<file path="src/rtl/enable_seq_pkg.sv">
// enable_seq_pkg: shared types and default constants for the enable sequencer.
//   DEF_CNT_W   - default width of delay inputs and internal counters
//   DEF_TMO_CYC - default ack timeout in cycles (ENABLE_SEQ_TIMEOUT_EN builds only)
//   state_e     - sequencer FSM state encoding
package enable_seq_pkg;

    localparam int unsigned DEF_CNT_W   = 8;
    localparam int unsigned DEF_TMO_CYC = 255;

    typedef enum logic [2:0] {
        ST_IDLE     = 3'd0,
        ST_PRE      = 3'd1,
        ST_ACTIVE   = 3'd2,
        ST_WAIT_ACK = 3'd3,
        ST_DONE     = 3'd4
    } state_e;

endpackage

</file>
<file path="src/rtl/enable_seq_if.sv">
// enable_seq_if: request/enable handshake bundle between a requester and enable_seq.
//   start, pre_dly, hold_dly, ack : requester -> sequencer
//   en_out, busy, done, tmo       : sequencer -> requester / consumer
// Modports: master (requester side), slave (sequencer side).
interface enable_seq_if
    import enable_seq_pkg::*;
#(
    parameter int unsigned CNT_W = DEF_CNT_W
) ();

    logic             start;
    logic [CNT_W-1:0] pre_dly;
    logic [CNT_W-1:0] hold_dly;
    logic             ack;
    logic             en_out;
    logic             busy;
    logic             done;
    logic             tmo;

    modport master (
        output start, pre_dly, hold_dly, ack,
        input  en_out, busy, done, tmo
    );

    modport slave (
        input  start, pre_dly, hold_dly, ack,
        output en_out, busy, done, tmo
    );

endinterface

</file>
<file path="src/rtl/enable_seq_dly_cnt.sv">
// dly_cnt: loadable down-counter with a registered zero flag; saturates at 0.
//   clk, rst   : clock, synchronous active-high reset (count 0, zero flag 1)
//   load_i     : load load_val_i at the next edge (priority over dec_i)
//   dec_i      : decrement at the next edge unless already zero
//   zero_o     : high while the count is zero
module dly_cnt
    import enable_seq_pkg::*;
#(
    parameter int unsigned CNT_W = DEF_CNT_W
) (
    input  logic             clk,
    input  logic             rst,
    input  logic             load_i,
    input  logic [CNT_W-1:0] load_val_i,
    input  logic             dec_i,
    output logic             zero_o
);

    logic [CNT_W-1:0] cnt_q, cnt_d;
    logic             zero_q;

    // Next count: load wins, otherwise count down and hold at zero (no wrap).
    always_comb begin
        cnt_d = cnt_q;
        if (load_i) begin
            cnt_d = load_val_i;
        end else if (dec_i && !zero_q) begin
            cnt_d = cnt_q - CNT_W'(1);
        end
    end

    // Zero flag is registered from the next count so it always matches cnt_q.
    always_ff @(posedge clk) begin
        if (rst) begin
            cnt_q  <= '0;
            zero_q <= 1'b1;
        end else begin
            cnt_q  <= cnt_d;
            zero_q <= (cnt_d == '0);
        end
    end

    assign zero_o = zero_q;

endmodule

</file>
<file path="src/rtl/enable_seq.sv">
// enable_seq: one-shot enable sequencer. On start (in IDLE) it waits pre_dly cycles,
// drives en_out for at least max(hold_dly,1) cycles, waits for ack if not yet seen,
// then pulses done for one cycle and returns to IDLE.
//   clk, rst : clock, synchronous active-high reset
//   bus      : enable_seq_if.slave (start/pre_dly/hold_dly/ack in; en_out/busy/done/tmo out)
// Parameters: CNT_W (counter width), ACTIVE_LOW (en_out polarity), TMO_CYC (ack timeout).
// Macro ENABLE_SEQ_TIMEOUT_EN: adds the WAIT_ACK timeout; without it tmo stays 0.
// All outputs are registered from the current state, so they trail the state by one edge.
module enable_seq
    import enable_seq_pkg::*;
#(
    parameter int unsigned CNT_W      = DEF_CNT_W,
    parameter bit          ACTIVE_LOW = 1'b0,
    parameter int unsigned TMO_CYC    = DEF_TMO_CYC
) (
    input  logic        clk,
    input  logic        rst,
    enable_seq_if.slave bus
);

    // Timeout count must be non-zero and fit the CNT_W-bit counter.
    if ((TMO_CYC == 0) || (((TMO_CYC - 1) >> CNT_W) != 0)) begin : g_bad_tmo
        $error("enable_seq: TMO_CYC does not fit a CNT_W-bit counter");
    end

    state_e           state_q, state_d;
    logic [CNT_W-1:0] hold_q, hold_d;
    logic             ack_seen_q, ack_seen_d;

    logic             cnt_load, cnt_dec, cnt_zero;
    logic [CNT_W-1:0] cnt_val;

    logic             en_q, en_d;
    logic             busy_q, busy_d;
    logic             done_q, done_d;
    logic             tmo_q, tmo_d;

`ifdef ENABLE_SEQ_TIMEOUT_EN
    localparam logic [CNT_W-1:0] TMO_LOAD = CNT_W'(TMO_CYC - 1);

    logic tmo_flag_q, tmo_flag_d;
    logic tmo_load, tmo_dec, tmo_zero;
`endif

    // ACTIVE runs max(h,1) cycles; the counter is loaded with cycles-1.
    function automatic logic [CNT_W-1:0] active_load(input logic [CNT_W-1:0] h);
        return (h == '0) ? '0 : h - CNT_W'(1);
    endfunction

    // PRE and ACTIVE share one counter since they never overlap.
    dly_cnt #(.CNT_W(CNT_W)) u_phase_cnt (
        .clk        (clk),
        .rst        (rst),
        .load_i     (cnt_load),
        .load_val_i (cnt_val),
        .dec_i      (cnt_dec),
        .zero_o     (cnt_zero)
    );

`ifdef ENABLE_SEQ_TIMEOUT_EN
    dly_cnt #(.CNT_W(CNT_W)) u_tmo_cnt (
        .clk        (clk),
        .rst        (rst),
        .load_i     (tmo_load),
        .load_val_i (TMO_LOAD),
        .dec_i      (tmo_dec),
        .zero_o     (tmo_zero)
    );
`endif

    // State register and sequence bookkeeping.
    always_ff @(posedge clk) begin
        if (rst) begin
            state_q    <= ST_IDLE;
            hold_q     <= '0;
            ack_seen_q <= 1'b0;
`ifdef ENABLE_SEQ_TIMEOUT_EN
            tmo_flag_q <= 1'b0;
`endif
        end else begin
            state_q    <= state_d;
            hold_q     <= hold_d;
            ack_seen_q <= ack_seen_d;
`ifdef ENABLE_SEQ_TIMEOUT_EN
            tmo_flag_q <= tmo_flag_d;
`endif
        end
    end

    // Next-state and counter control.
    always_comb begin
        state_d    = state_q;
        hold_d     = hold_q;
        ack_seen_d = ack_seen_q;
        cnt_load   = 1'b0;
        cnt_dec    = 1'b0;
        cnt_val    = '0;
`ifdef ENABLE_SEQ_TIMEOUT_EN
        tmo_flag_d = tmo_flag_q;
        tmo_load   = 1'b0;
        tmo_dec    = 1'b0;
`endif
        unique case (state_q)
            ST_IDLE: begin
                if (bus.start) begin
                    hold_d     = bus.hold_dly;
                    ack_seen_d = 1'b0;
`ifdef ENABLE_SEQ_TIMEOUT_EN
                    tmo_flag_d = 1'b0;
`endif
                    cnt_load   = 1'b1;
                    if (bus.pre_dly != '0) begin
                        state_d = ST_PRE;
                        cnt_val = bus.pre_dly - CNT_W'(1);
                    end else begin
                        state_d = ST_ACTIVE;
                        cnt_val = active_load(bus.hold_dly);
                    end
                end
            end
            ST_PRE: begin
                if (cnt_zero) begin
                    state_d  = ST_ACTIVE;
                    cnt_load = 1'b1;
                    cnt_val  = active_load(hold_q);
                end else begin
                    cnt_dec = 1'b1;
                end
            end
            ST_ACTIVE: begin
                if (bus.ack) begin
                    ack_seen_d = 1'b1;
                end
                if (cnt_zero) begin
                    // Final ACTIVE cycle: an ack seen earlier or now skips WAIT_ACK.
                    if (ack_seen_q || bus.ack) begin
                        state_d = ST_DONE;
                    end else begin
                        state_d = ST_WAIT_ACK;
`ifdef ENABLE_SEQ_TIMEOUT_EN
                        tmo_load = 1'b1;
`endif
                    end
                end else begin
                    cnt_dec = 1'b1;
                end
            end
            ST_WAIT_ACK: begin
                // ack is checked first so a simultaneous timeout resolves as ack.
                if (bus.ack) begin
                    state_d = ST_DONE;
`ifdef ENABLE_SEQ_TIMEOUT_EN
                end else if (tmo_zero) begin
                    state_d    = ST_DONE;
                    tmo_flag_d = 1'b1;
                end else begin
                    tmo_dec = 1'b1;
`endif
                end
            end
            ST_DONE: begin
                state_d = ST_IDLE;
            end
            default: begin
                state_d = ST_IDLE;
            end
        endcase
    end

    // Output decode from the current state.
    always_comb begin
        en_d   = ACTIVE_LOW;
        busy_d = 1'b0;
        done_d = 1'b0;
        tmo_d  = 1'b0;
        unique case (state_q)
            ST_PRE: begin
                busy_d = 1'b1;
            end
            ST_ACTIVE, ST_WAIT_ACK: begin
                busy_d = 1'b1;
                en_d   = !ACTIVE_LOW;
            end
            ST_DONE: begin
                busy_d = 1'b1;
                done_d = 1'b1;
`ifdef ENABLE_SEQ_TIMEOUT_EN
                tmo_d  = tmo_flag_q;
`endif
            end
            default: begin
                busy_d = 1'b0;
            end
        endcase
    end

    // Output registers.
    always_ff @(posedge clk) begin
        if (rst) begin
            en_q   <= ACTIVE_LOW;
            busy_q <= 1'b0;
            done_q <= 1'b0;
            tmo_q  <= 1'b0;
        end else begin
            en_q   <= en_d;
            busy_q <= busy_d;
            done_q <= done_d;
            tmo_q  <= tmo_d;
        end
    end

    assign bus.en_out = en_q;
    assign bus.busy   = busy_q;
    assign bus.done   = done_q;
    assign bus.tmo    = tmo_q;

endmodule

</file>
<file path="src/flat_wrapper.sv">
// flat-port wrapper written by rule: the top's interface ports become plain ports
module enable_seq_flat import enable_seq_pkg::*;
#(
    parameter int unsigned CNT_W      = DEF_CNT_W,
    parameter bit          ACTIVE_LOW = 1'b0,
    parameter int unsigned TMO_CYC    = DEF_TMO_CYC
)
  (clk, rst, bus_start, bus_pre_dly, bus_hold_dly, bus_ack, bus_en_out, bus_busy, bus_done, bus_tmo);
  enable_seq_if #(.CNT_W(CNT_W)) bus_i ();
  input  logic clk;
  input  logic rst;
  input wire logic [$bits(bus_i.start)-1:0] bus_start;
  input wire logic [$bits(bus_i.pre_dly)-1:0] bus_pre_dly;
  input wire logic [$bits(bus_i.hold_dly)-1:0] bus_hold_dly;
  input wire logic [$bits(bus_i.ack)-1:0] bus_ack;
  output wire logic [$bits(bus_i.en_out)-1:0] bus_en_out;
  output wire logic [$bits(bus_i.busy)-1:0] bus_busy;
  output wire logic [$bits(bus_i.done)-1:0] bus_done;
  output wire logic [$bits(bus_i.tmo)-1:0] bus_tmo;
  assign bus_i.start = bus_start;
  assign bus_i.pre_dly = bus_pre_dly;
  assign bus_i.hold_dly = bus_hold_dly;
  assign bus_i.ack = bus_ack;
  assign bus_en_out = bus_i.en_out;
  assign bus_busy = bus_i.busy;
  assign bus_done = bus_i.done;
  assign bus_tmo = bus_i.tmo;
  enable_seq #(.CNT_W(CNT_W), .ACTIVE_LOW(ACTIVE_LOW), .TMO_CYC(TMO_CYC)) u_core (.clk(clk), .rst(rst), .bus(bus_i));
endmodule
</file>
<file path="config.mk">
export PLATFORM = sky130hd
export DESIGN_NAME = enable_seq_flat
export DESIGN_NICKNAME = d
export VERILOG_FILES = /design/src/rtl/enable_seq_pkg.sv /design/src/rtl/enable_seq_if.sv /design/src/rtl/enable_seq_dly_cnt.sv /design/src/rtl/enable_seq.sv /design/src/flat_wrapper.sv
export SDC_FILE = /design/constraint.sdc
export NUM_CORES = 1
export LEC_CHECK = 0
export CELL_PAD_IN_SITES_DETAIL_PLACEMENT = 0
export CELL_PAD_IN_SITES_GLOBAL_PLACEMENT = 1
export CORE_ASPECT_RATIO = 2
export CORE_MARGIN = 3
export CORE_UTILIZATION = 43
export DETAILED_ROUTE_END_ITERATION = 6
export GPL_ROUTABILITY_DRIVEN = 0
export HOLD_SLACK_MARGIN = 0.03
export PLACE_DENSITY_LB_ADDON = 0.08
export REMOVE_ABC_BUFFERS = 1
export SYNTH_ARGS = -nofsm -noshare
export SYNTH_HDL_FRONTEND = slang
export SYNTH_SLANG_ARGS = --single-unit
</file>
<file path="constraint.sdc">
create_clock -name clk -period 4.4 [get_ports clk]
set_input_delay 0.88 -clock clk [delete_from_list [all_inputs] [get_ports clk]]
set_output_delay 0.88 -clock clk [all_outputs]
set_load 0.02 [all_outputs]
</file>
Fig. 1: run 1, a small window of the routed layout
Bar = 10 um. Region (13, 16) to (38, 41) um. Cells in grey, sequential cells in the stronger grey; small squares are vias.
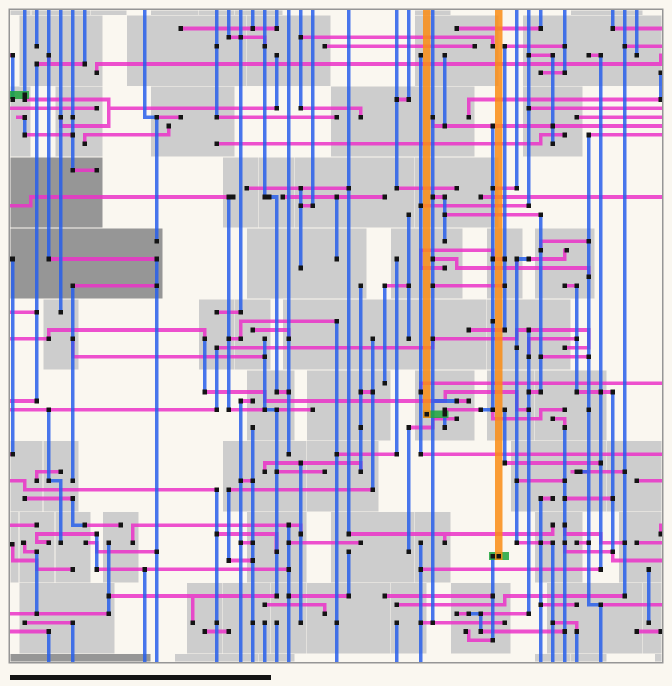
met3: drawn in green. met2: drawn in blue. met4: drawn in orange. met1: drawn in magenta.
52 logic cells have their middle in the window. Most frequent: nand2_1 (10), xnor2_1 (4), nor2_1 (4). Sequential cells in the window: 1. Netlist names of flops here include u_core.hold_q (1).

Fig. 2: run 1, clock wires, drivers and flops
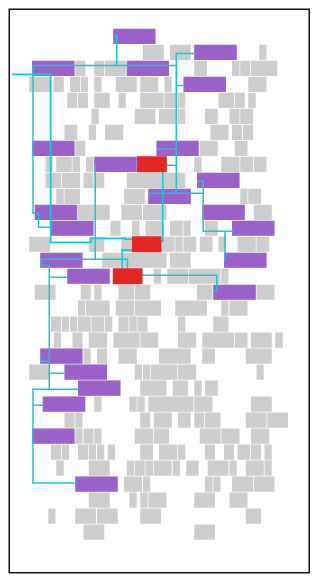
clock wires: drawn in cyan, length 324 um. cells driving clock nets: drawn in red, count 3. flip-flops: drawn in purple, count 24.
There are 4 routed clock nets.

Fig. 3: run 1, logic cells by family
Bar = 20 um.
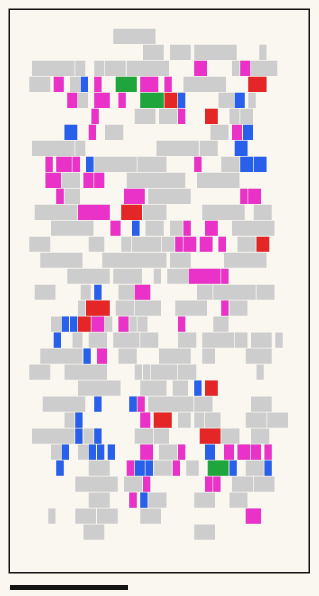
AND and OR gates: drawn in red, cells 10. NAND gates: drawn in blue, cells 32. multiplexers: drawn in green, cells 3. NOR gates: drawn in magenta, cells 55.

==> impl_metrics.ini, run 1 <==
; flow metrics
[clock_network]
clock_latency_ns = 0.27
cts_tree = yes
clockRootBuffer = clkbuf_8
post_cts_buffers = 0

[critical_path]
cp.arrival_ns = 3.32
end_kind = flip-flop
critical_path.max_fanout = 11
crit_path_start_kind = input pin
r2r_slack_ns = 1.84
r2r-end = u_core.u_phase_cnt.zero_o

[final_layout]
lay_top_cells = 26 x nor2_1, 24 x nand2_1, 24 x dfxtp_1
top_regs = u_core.hold_q (8), u_core.u_phase_cnt.cnt_q (8), u_core.state_q (3)
syn2layout_area_growth_pct = 18.7
drive_gt1_frac = 0.0723

[routing]
top_layer_used = met4
wl_per_cell_um = 15.8
ant_nets = 0
drt_wl_total_mm = 4.51

[synthesis]
synth_area_leader_cell = dfxtp_1
fa_ha_area_frac = 0.0435
synth.area.top_cells = dfxtp_1 28%, xnor2_1 6.1%, nor2_1 5.7%
synth_cell_types = 55
ys_seq_share = 0.278
yosys_area_um2 = 1730
synth_flops = 24
postSynthCellCount = 217
logic_family = simple AND/OR/NAND/NOR gates
synth.avg_cell_area_um2 = 7.96
synthArstFlopShare = 0

[placed_design]
hpwl_mm = 3.66
place_area_um2 = 1980
numPlacedInstances = 282
numPortBuffers = 22
place_ws_ns = 1.00

[power]
p_clk_mw = 0.194
p_int_mw = 0.636
power_mw = 1.07
p_leak_nw = 0.755
pg_comb_mw = 0.529
clockPowerShare = 0.182
seqPwrFrac = 0.322
power_leader = combinational cells

[sta]
hold_viol = 0
fin_setup_tns_ns = 0
fin_crit_ns = 3.15
fmax_mhz = 317
final-setup-viol-count = 0
skew_ns = 0.00502

[flow_run]
max-cap-violations = 0
warnings = 27

[grt]
grt_pass1_vias = 1535
grt_max_degree = 24
busiest_layer = met2
grt_pass1_wl_mm = 7.13
grt_usage = 0.196
grt_overflow = 0

[floorplanning]
num_rows = 32
ios = 24
chip_area_um2 = 4860
die_w_um = 50.8

[status]
outcome = finished, final reports clean

[hold_path]
holdPathStages = 2
-- run 1: cells in the mapped netlist, types with 2 or more instances --
| cell | instances |
|---|---|
| clkbuf_1 | 5 |
| nor2b_1 | 3 |
| xor2_1 | 10 |
| xnor2_1 | 12 |
| nand3_1 | 4 |
| a21boi_0 | 2 |
| and2_1 | 2 |
| nor3_1 | 12 |
| nor2_1 | 26 |
| nor4b_2 | 2 |
| o211ai_1 | 3 |
| nand2_1 | 24 |
| buf_2 | 2 |
| inv_1 | 11 |
| mux2i_1 | 2 |
| nand4_1 | 3 |
| nor4_1 | 5 |
| o22ai_1 | 6 |
| a21oi_1 | 11 |
| nor3b_1 | 5 |
| dfxtp_1 | 24 |
| ha_1 | 6 |
| o21ai_0 | 5 |
-- run 1: layout make-up --
cell class              count  area [um2]
clock buffers               3        41.3
well taps                  51        63.8
flip-flops and latches     24         480
fillers                   396        1790
multi-input cells         173        1160
clock inverters             1        30.0
inverters                  11        41.3
repair buffers             23         228
-- run 1: worst max path at each step --
stage | start | endpoint | cells after the start
CTS | bus_start | u_core.u_phase_cnt.zero_o | 7
detailed placement | bus_start | u_core.u_phase_cnt.zero_o | 7
global placement | bus_start | u_core.u_phase_cnt.zero_o | 7
global route | bus_pre_dly[4] | u_core.u_phase_cnt.zero_o | 7
finish | bus_start | u_core.u_phase_cnt.zero_o | 7
floorplan | bus_start | u_core.u_phase_cnt.zero_o | 6
-- run 1: worst max-delay path, stage by stage --
cell and delay (ns):
clkdlybuf4s50_1 0.55, or4b_1 0.70, a31oi_4 0.28, nand2_1 0.19, o22ai_1 0.38, nor4_1 0.09, a41o_1 0.25
==> run 2: changes to the inputs <==
Settings changed: CORE_UTILIZATION 43 to 36.
Clock period 4.4 ns to 2.65 ns, I/O delays scaled along.
Fig. 4: run 2, a small window of the routed layout
Bar = 10 um. Region (15, 19) to (40, 44) um. Cells in grey, sequential cells in the stronger grey; small squares are vias.
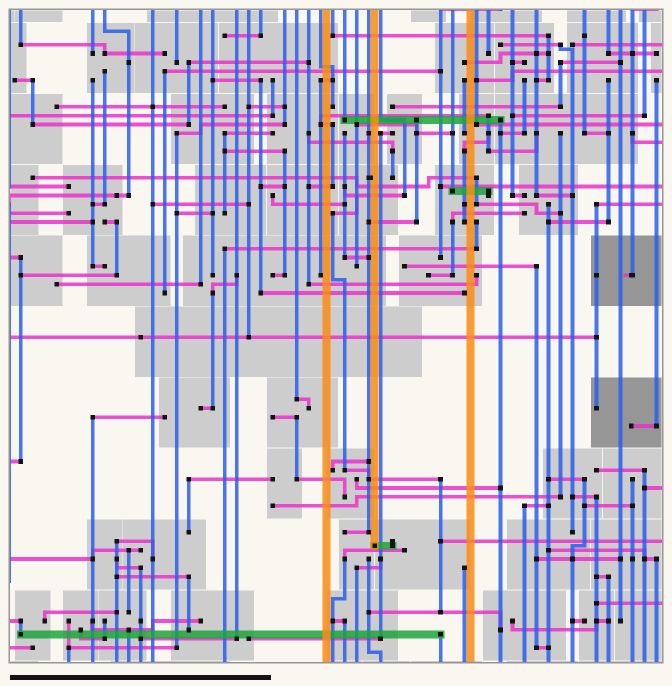
met4: drawn in orange. met1: drawn in magenta. met2: drawn in blue. met3: drawn in green.
Most frequent: nor2_1 (6). 41 logic cells have their middle in the window. Sequential cells in the window: 0.

Fig. 5: run 2, wire density map
11 x 21 tiles, from black (low) to pale yellow (high), scaled to the fullest tile. Values are wire area over tile area, all layers added.
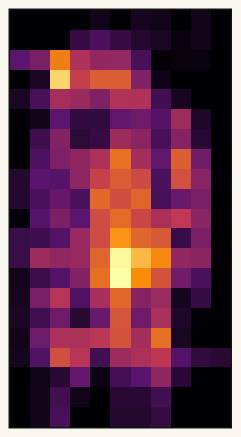
16% of the tiles are over half the peak. The fullest tile reaches 0.53. The densest ninth of the die: centre. The mean over all tiles is 0.13.

==> run 2 against run 1 <==
Against the previous run:
- sequential share of layout area shrank 1.2 points
- sequential power is 62% higher
- critical path depth unchanged
- global-route usage decreased by 1.1 points
- clock skew barely moved
- cell count increased by 6.3%
- design area grew 5.4%
- hold slack worse by 0.0011 ns
- synthesized cell count unchanged
- total power rose by 72%
- setup slack got worse by 1.0 ns
- highest routed layer unchanged
==> impl_metrics.ini, run 2 <==
; flow metrics
[synthesis]
netlist_area_um2 = 1730
synth.avg_cell_area_um2 = 7.96
ys_sh_aoi = 0.204
synthArstFlopShare = 0
postSynthCellCount = 217
most_common_cell = nor2_1
synth_area_leader_cell = dfxtp_1
synth.area.top_cells = dfxtp_1 28%, xnor2_1 6.1%, nor2_1 5.7%
synth_flops = 24
fa_ha_area_frac = 0.0435
synthTopCellsByCount = 26 x nor2_1, 24 x dfxtp_1, 24 x nand2_1, 12 x nor3_1, 12 x xnor2_1
synth_cell_types = 55
synth-main-ff-cell = dfxtp_1
yosys_area_um2 = 1730
ys_seq_share = 0.278
logic_family = simple AND/OR/NAND/NOR gates

[floorplanning]
chip_area_um2 = 5710
die_w_um = 55.0
num_rows = 35
ios = 24

[status]
outcome = finished, final reports clean

[hold_path]
hold_class = reg2reg

[critical_path]
end_kind = flip-flop
cp.arrival_ns = 2.57
path_cells = clkdlybuf4s50_1 -> or4b_1 -> a31oi_4 -> nand2_1 -> o22ai_1 -> nor4_1 -> a41o_1
critical_path.max_fanout = 6
cp_slowest_cell = or4b_1
crit_buf_inv = 1
critPathMaxStageDelay_ns = 0.59
crit_path_start_kind = input pin
crit_family = simple AND/OR/NAND/NOR gates

[sta]
final-setup-viol-count = 0
hold_viol = 0
fin_setup_tns_ns = 0
fmax_mhz = 415
fin_crit_ns = 2.41
skew_ns = 0.00548

[clock_network]
numCtsBuffers = 3
clockRootBuffer = clkbuf_8
hold_buffers = 0
clock_latency_ns = 0.27
post_cts_buffers = 0
htree_num_levels = 1
cts_tree = yes

[grt]
grt_overflow = 0
grt_usage = 0.184
grt_pass1_wl_mm = 7.89
grt_max_degree = 15
grt_pass1_vias = 1661
busiest_layer = met2
antenna_found_initial = 0

[final_layout]
fillers = 492
mi_logic_area_um2 = 1160
top_regs = u_core.hold_q (8), u_core.u_phase_cnt.cnt_q (8), u_core.state_q (3)
drive_gt1_frac = 0.124
final_cells = 304
lay_top_cells = 26 x nor2_1, 24 x nand2_1, 24 x dfxtp_1
syn2layout_area_growth_pct = 25.1
flop_area_um2 = 480

[routing]
wl_met3_um = 114
met1Wirelength_mm = 1.83
drt_wl_total_mm = 4.86
dr.pass1.iters = 4
dr_wl_met2_mm = 2.76
top_layer_used = met4
ant_nets = 0
wl_per_cell_um = 16.0

[placed_design]
numPlacedInstances = 300
hpwl_mm = 4.03
place_area_um2 = 2090
numPortBuffers = 22

[power]
p_int_mw = 1.10
seqPwrFrac = 0.304
clockPowerShare = 0.176
p_leak_nw = 0.825
switching_share = 0.401
comb_power_share = 0.520
power_mw = 1.83

[flow_run]
warnings = 27
max-cap-violations = 0
## run 2: cell counts after synthesis
No cell type changed its count.
## run 2: tightest hold or removal path: stages (launching register included)
cell and delay, ns:
dfxtp_1 0.34, nand2_1 0.06, a21oi_1 0.05
## run 2: final cells by class
type / instances / area share
Timing Repair Buffer: 37 / 0.154
Clock buffer: 3 / 0.0191
Tap cell: 55 / 0.0319
Multi-Input combinational cell: 173 / 0.539
Clock inverter: 1 / 0.0139
Inverter: 11 / 0.0191
Sequential cell: 24 / 0.222
## run 2: power by group through the flow
stage	registers, mW	logic (mW)	clock network, mW
after floorplan	0.560	0.645	0
after global placement	0.559	0.927	0
after detailed placement	0.564	0.949	0
after CTS	0.555	0.956	0.332
after global routing	0.572	1.06	0.343
final	0.556	0.953	0.323
## run 2: metrics by stage
stage                     worst slack (ns)  hold slack (ns)
final                                0.242            0.490
after global routing                0.0859            0.530
after CTS                            0.271            0.494
after detailed placement          -0.00432            0.482
after global placement              0.0406            0.474
after floorplan                      0.501            0.451
## run 2: worst paths after layout
| check | cells past startpoint | startpoint | to | slack [ns] |
|---|---|---|---|---|
| worst max register to register | 6 | u_core.hold_q[3] | u_core.u_phase_cnt.zero_o | 0.40 |
| worst min register to register | 2 | u_core.hold_q[1] | u_core.hold_q[1] | 0.49 |
| worst max-delay path | 7 | bus_start | u_core.u_phase_cnt.zero_o | 0.24 |
| worst min-delay path | 2 | u_core.hold_q[1] | u_core.hold_q[1] | 0.49 |
## run 2: logic make-up after synthesis
| kind of cell | Yosys count |
|---|---|
| other | 1 |
| AND-OR/OR-AND | 44 |
| multiplexers | 3 |
| buffers and inverters | 20 |
| adder cells (fa/ha/maj) | 6 |
| XOR/XNOR | 22 |
| AND/OR/NAND/NOR | 97 |
| flip-flops | 24 |
No activity file was given, so power comes from the tool's default toggle rates.
